**config.mk**
```make
export PLATFORM = sky130hd
export DESIGN_NAME = imem_fetch_arbiter
export DESIGN_NICKNAME = d
export VERILOG_FILES = /design/src/rtl/imem_ctrl_pkg.sv /design/src/rtl/imem_rr_arb2.sv /design/src/rtl/imem_fetch_arbiter.sv
export SDC_FILE = /design/constraint.sdc
export NUM_CORES = 1
export LEC_CHECK = 0
export ABC_CLOCK_PERIOD_IN_PS = 5900
export CAP_MARGIN = 20
export CORE_MARGIN = 4
export CORE_UTILIZATION = 45
export CTS_CLUSTER_SIZE = 40
export DETAILED_ROUTE_END_ITERATION = 10
export HOLD_SLACK_MARGIN = 0.02
export PLACE_DENSITY = 0.81
export SYNTH_ARGS = -nofsm -noshare
export SYNTH_HDL_FRONTEND = slang
export SYNTH_SLANG_ARGS = --single-unit
```
**constraint.sdc**
```tcl
create_clock -name CLK -period 5.9 [get_ports CLK]
set_input_delay 1.77 -clock CLK [delete_from_list [all_inputs] [get_ports CLK]]
set_output_delay 1.77 -clock CLK [all_outputs]
set_load 0.03 [all_outputs]
```
**src/rtl/imem_ctrl_pkg.sv**
```systemverilog
// Shared types and helpers for the instruction-memory fetch/load controller.
// Contents: controller state enum, beat constants, fetch address legality check.
// Used by imem_fetch_arbiter; no ports.
package imem_ctrl_pkg;

  typedef enum logic [2:0] {
    S_IDLE,
    S_FETCH,
    S_DONE,
    S_ERR,
    S_LOAD
  } state_t;

  // A fetch is four byte beats, most significant byte first.
  localparam int BEATS = 4;
  localparam logic [1:0] LAST_BEAT = 2'(BEATS - 1);

  // True when a fetch address cannot be served: not word aligned, or the
  // four bytes would run past the end of a memory of 'depth' bytes.
  function automatic logic fetch_addr_bad(input logic [31:0] addr,
                                          input logic [31:0] depth);
    return (addr[1:0] != 2'b00) || (addr > depth - 32'(BEATS));
  endfunction

endpackage

```
**src/rtl/imem_rr_arb2.sv**
```systemverilog
// Two-way round-robin arbiter; grant is combinational, last-grant flag updates on a grant edge.
// Ports: clk, rst_n (sync, active-low), req[1:0] (0=fetch, 1=loader), en (arbitration allowed), gnt[1:0].
// Latency 0 cycles; no backpressure of its own, gnt is simply held low while en=0.
module imem_rr_arb2 (
  input  logic       clk,
  input  logic       rst_n,
  input  logic [1:0] req,
  input  logic       en,
  output logic [1:0] gnt
);

  // lg: requester granted last (0=fetch, 1=loader). Resets to loader so
  // that fetch wins the first tie.
  logic lg;

  always_comb begin
    gnt = 2'b00;
    if (en) begin
      if (req == 2'b11) gnt = lg ? 2'b01 : 2'b10;
      else              gnt = req;
    end
  end

  always_ff @(posedge clk) begin
    if (!rst_n)    lg <= 1'b1;
    else if (|gnt) lg <= gnt[1];
  end

endmodule

```
**src/rtl/imem_fetch_arbiter.sv**
```systemverilog
// Owns the byte-wide instruction memory port, sharing it between 4-beat word fetches and byte loads.
// Ports: CLK/RST_n (sync active-low); fetch_req/addr/ready, instr_out/valid, fetch_err; ld_req/addr/data/ack; mem_*.
// Latency: word 5 cycles after accept (1 on a buffer hit with IMEM_FETCH_CACHE_EN); requesters hold until their pulse.
module imem_fetch_arbiter
  import imem_ctrl_pkg::*;
#(
  parameter int AW    = 7,
  parameter int DEPTH = 128
) (
  input  logic          CLK,
  input  logic          RST_n,
  input  logic          fetch_req,
  input  logic [31:0]   fetch_addr,
  output logic          fetch_ready,
  output logic [31:0]   instr_out,
  output logic          instr_valid,
  output logic          fetch_err,
  input  logic          ld_req,
  input  logic [AW-1:0] ld_addr,
  input  logic [7:0]    ld_data,
  output logic          ld_ack,
  output logic [AW-1:0] mem_addr,
  output logic          mem_we,
  output logic [7:0]    mem_wdata,
  input  logic [7:0]    mem_rdata
);

  state_t        state, state_n;
  logic [1:0]    beat;
  logic [AW-1:0] base;
  logic [31:0]   word;
  logic [AW-1:0] ld_addr_q;
  logic [7:0]    ld_data_q;
  logic [1:0]    gnt;
  logic          addr_bad;
  logic          hit;
  logic [4:0]    lane_lsb;

  imem_rr_arb2 u_arb (
    .clk   (CLK),
    .rst_n (RST_n),
    .req   ({ld_req, fetch_req}),
    .en    (state == S_IDLE),
    .gnt   (gnt)
  );

  assign addr_bad = fetch_addr_bad(fetch_addr, 32'(DEPTH));
  // Beat n fills lane 3-n, i.e. bits [8*(3-n) +: 8].
  assign lane_lsb = {~beat, 3'b000};

`ifdef IMEM_FETCH_CACHE_EN
  logic          c_vld;
  logic [AW-1:0] c_tag;
  logic [31:0]   c_word;

  // Only meaningful for a legal address; illegal ones are routed to ERR first.
  assign hit = c_vld && (fetch_addr[AW-1:0] == c_tag);

  always_ff @(posedge CLK) begin
    if (!RST_n) begin
      c_vld  <= 1'b0;
      c_tag  <= '0;
      c_word <= '0;
    end else if (state == S_FETCH && beat == LAST_BEAT) begin
      c_vld  <= 1'b1;
      c_tag  <= base;
      c_word <= {word[31:8], mem_rdata};
    end else if (state == S_LOAD && ld_addr_q[AW-1:2] == c_tag[AW-1:2]) begin
      // A write anywhere inside the buffered word makes it stale.
      c_vld <= 1'b0;
    end
  end
`else
  assign hit = 1'b0;
`endif

  always_comb begin
    state_n     = state;
    fetch_ready = 1'b0;
    instr_out   = '0;
    instr_valid = 1'b0;
    fetch_err   = 1'b0;
    ld_ack      = 1'b0;
    mem_addr    = '0;
    mem_we      = 1'b0;
    mem_wdata   = '0;
    case (state)
      S_IDLE: begin
        if (gnt[0]) begin
          fetch_ready = 1'b1;
          if (addr_bad) state_n = S_ERR;
          else if (hit) state_n = S_DONE;
          else          state_n = S_FETCH;
        end else if (gnt[1]) begin
          state_n = S_LOAD;
        end
      end
      S_FETCH: begin
        mem_addr = base + AW'(beat);
        if (beat == LAST_BEAT) state_n = S_DONE;
      end
      S_DONE: begin
        instr_valid = 1'b1;
        instr_out   = word;
        state_n     = S_IDLE;
      end
      S_ERR: begin
        fetch_err = 1'b1;
        state_n   = S_IDLE;
      end
      S_LOAD: begin
        mem_we    = 1'b1;
        mem_addr  = ld_addr_q;
        mem_wdata = ld_data_q;
        ld_ack    = 1'b1;
        state_n   = S_IDLE;
      end
      default: state_n = S_IDLE;
    endcase
  end

  always_ff @(posedge CLK) begin
    if (!RST_n) begin
      state     <= S_IDLE;
      beat      <= '0;
      base      <= '0;
      word      <= '0;
      ld_addr_q <= '0;
      ld_data_q <= '0;
    end else begin
      state <= state_n;
      if (state == S_IDLE && gnt[0]) begin
        base <= fetch_addr[AW-1:0];
        beat <= '0;
`ifdef IMEM_FETCH_CACHE_EN
        if (!addr_bad && hit) word <= c_word;
`endif
      end
      if (state == S_IDLE && gnt[1]) begin
        ld_addr_q <= ld_addr;
        ld_data_q <= ld_data;
      end
      if (state == S_FETCH) begin
        word[lane_lsb +: 8] <= mem_rdata;
        beat                <= beat + 2'd1;
      end
    end
  end

endmodule

```
==> flow_summary.yaml <==
# flow metrics
setup_path:
  path_common_cell: "clkdlybuf4s50_1"
  required_ns: 4.13
  critPathSlowestCell: "clkdlybuf4s50_1"
  crit_path_start_kind: "input pin"
  critPathBufInv: 3
  worst-r2r-cell-count: 5
  path_cells: "clkdlybuf4s50_1, nand2b_1, nand3_1, inv_1, clkdlybuf4s50_1"
  crit_path_max_incr_delay_ns: 0.67
  r2r_end: "word[14]$_SDFFE_PN0P_"
timing:
  hold_viol_final: 0
  setup_viol: 0
  worstMarginPinSlew_ns: 1.02
  hold_slack_ns: 0.447
clock_network:
  numCtsBuffers: 9
  htreeDepth: 3
  hold_buffers: 0
  post_cts_buffers: 0
cells_and_area:
  clk_share: 0.0365
  seq_share: 0.281
  n_clock_buffer: 11
  flop-count: 60
  logic_gate_count: 274
  reg_top3: "word: 32 flops, ld_data_q: 8 flops"
  layout.area.comb_um2: 1680
logic_synthesis:
  synthSimpleGateAreaFrac: 0.316
  common_cells: "dfxtp_1, a21oi_1, nand3_1, and2_1, nand2_1"
  synthArstFlopShare: 0
  yosysWarnings: 0
  synth.cell_area_um2: 3040
power_and_ir_drop:
  p_per_area_nw_per_um2: 221
  power_frac_seq: 0.477
  pwr-share-comb: 0.201
  p_leak_uw: 0.00150
grt:
  grt_max_degree: 55
  grt_util_met1: 0.261
  first_global_vias: 2964
die:
  nWellTaps: 77
place:
  place_congestion: 0.869
  dp_hpwl_mm: 6.05
  dpl_worst_slack_ns: 0.666
min_path:
  min_to: "word[16]$_SDFFE_PN0P_"
detailed_routing:
  routed_wl_mm: 8.36
  drc: 0
status:
  outcome: "finished, final reports clean"
Fig. 1: selected gate families
Scale: 4 px per um.
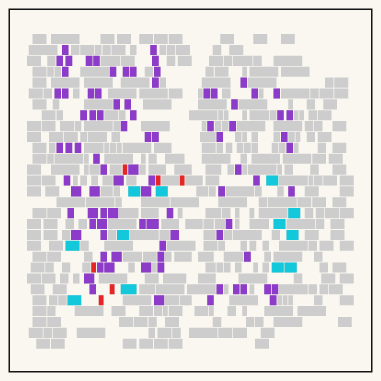
[red] inverters | cells: 6
[purple] inverting AOI/OAI gates | cells: 88
[cyan] AND-OR and OR-AND gates | cells: 12
combinational share of cell area: 0.392
Final Non-Filler Cells: 545
Commonest Layout Cell: clkdlybuf4s50_1

Fig. 2: wire density map
Scale: 4 px per um. 18 x 18 tiles, from white (low) to dark blue (high), scaled to the fullest tile. Values are wire area over tile area, all layers added.
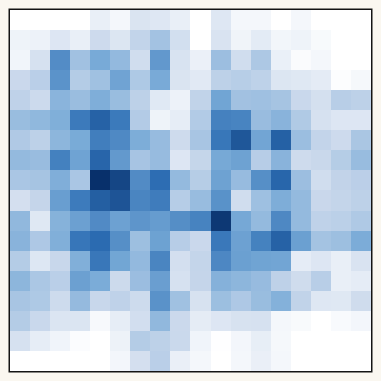
tiles over half the peak: 20%
nearly empty tiles: 10%
fullest tile: 0.54
GRT Total Usage: 0.204
WL/cell: 15.3 um
vias: 3,066

Fig. 3: I/O nets highlighted
Scale: 4 px per um.
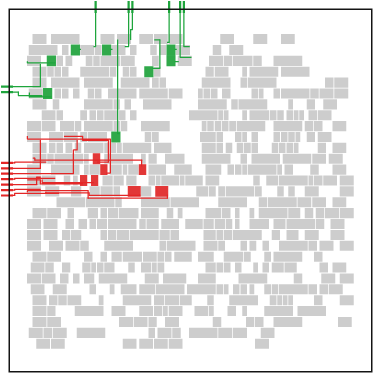
[green] mem_wdata | direction: output | edge: 6 top, 2 left | end cells: 8 | buffers: 8 | wire: 131 um
[red] mem_addr | direction: output | edge: left | end cells: 7 | buffers: 7 | wire: 258 um
Port Buffer Count: 110
Top Ports: 111

Fig. 4: clock network drawn from the DEF
Scale: 4 px per um.
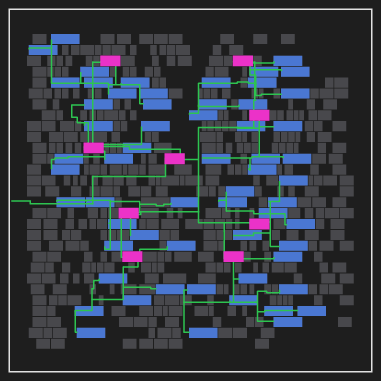
[magenta] cells driving clock nets | count: 9
[blue] flip-flops | count: 60
[green] clock wires | length: 704 um
routed clock nets: 10
power share of the clock group: 0.322
Fin Clk Skew: 0.00478 ns
worst skew pair latency: 0.33 ns
Clk. pwr: 304 uW

Power is estimated from default activity; no workload was simulated.
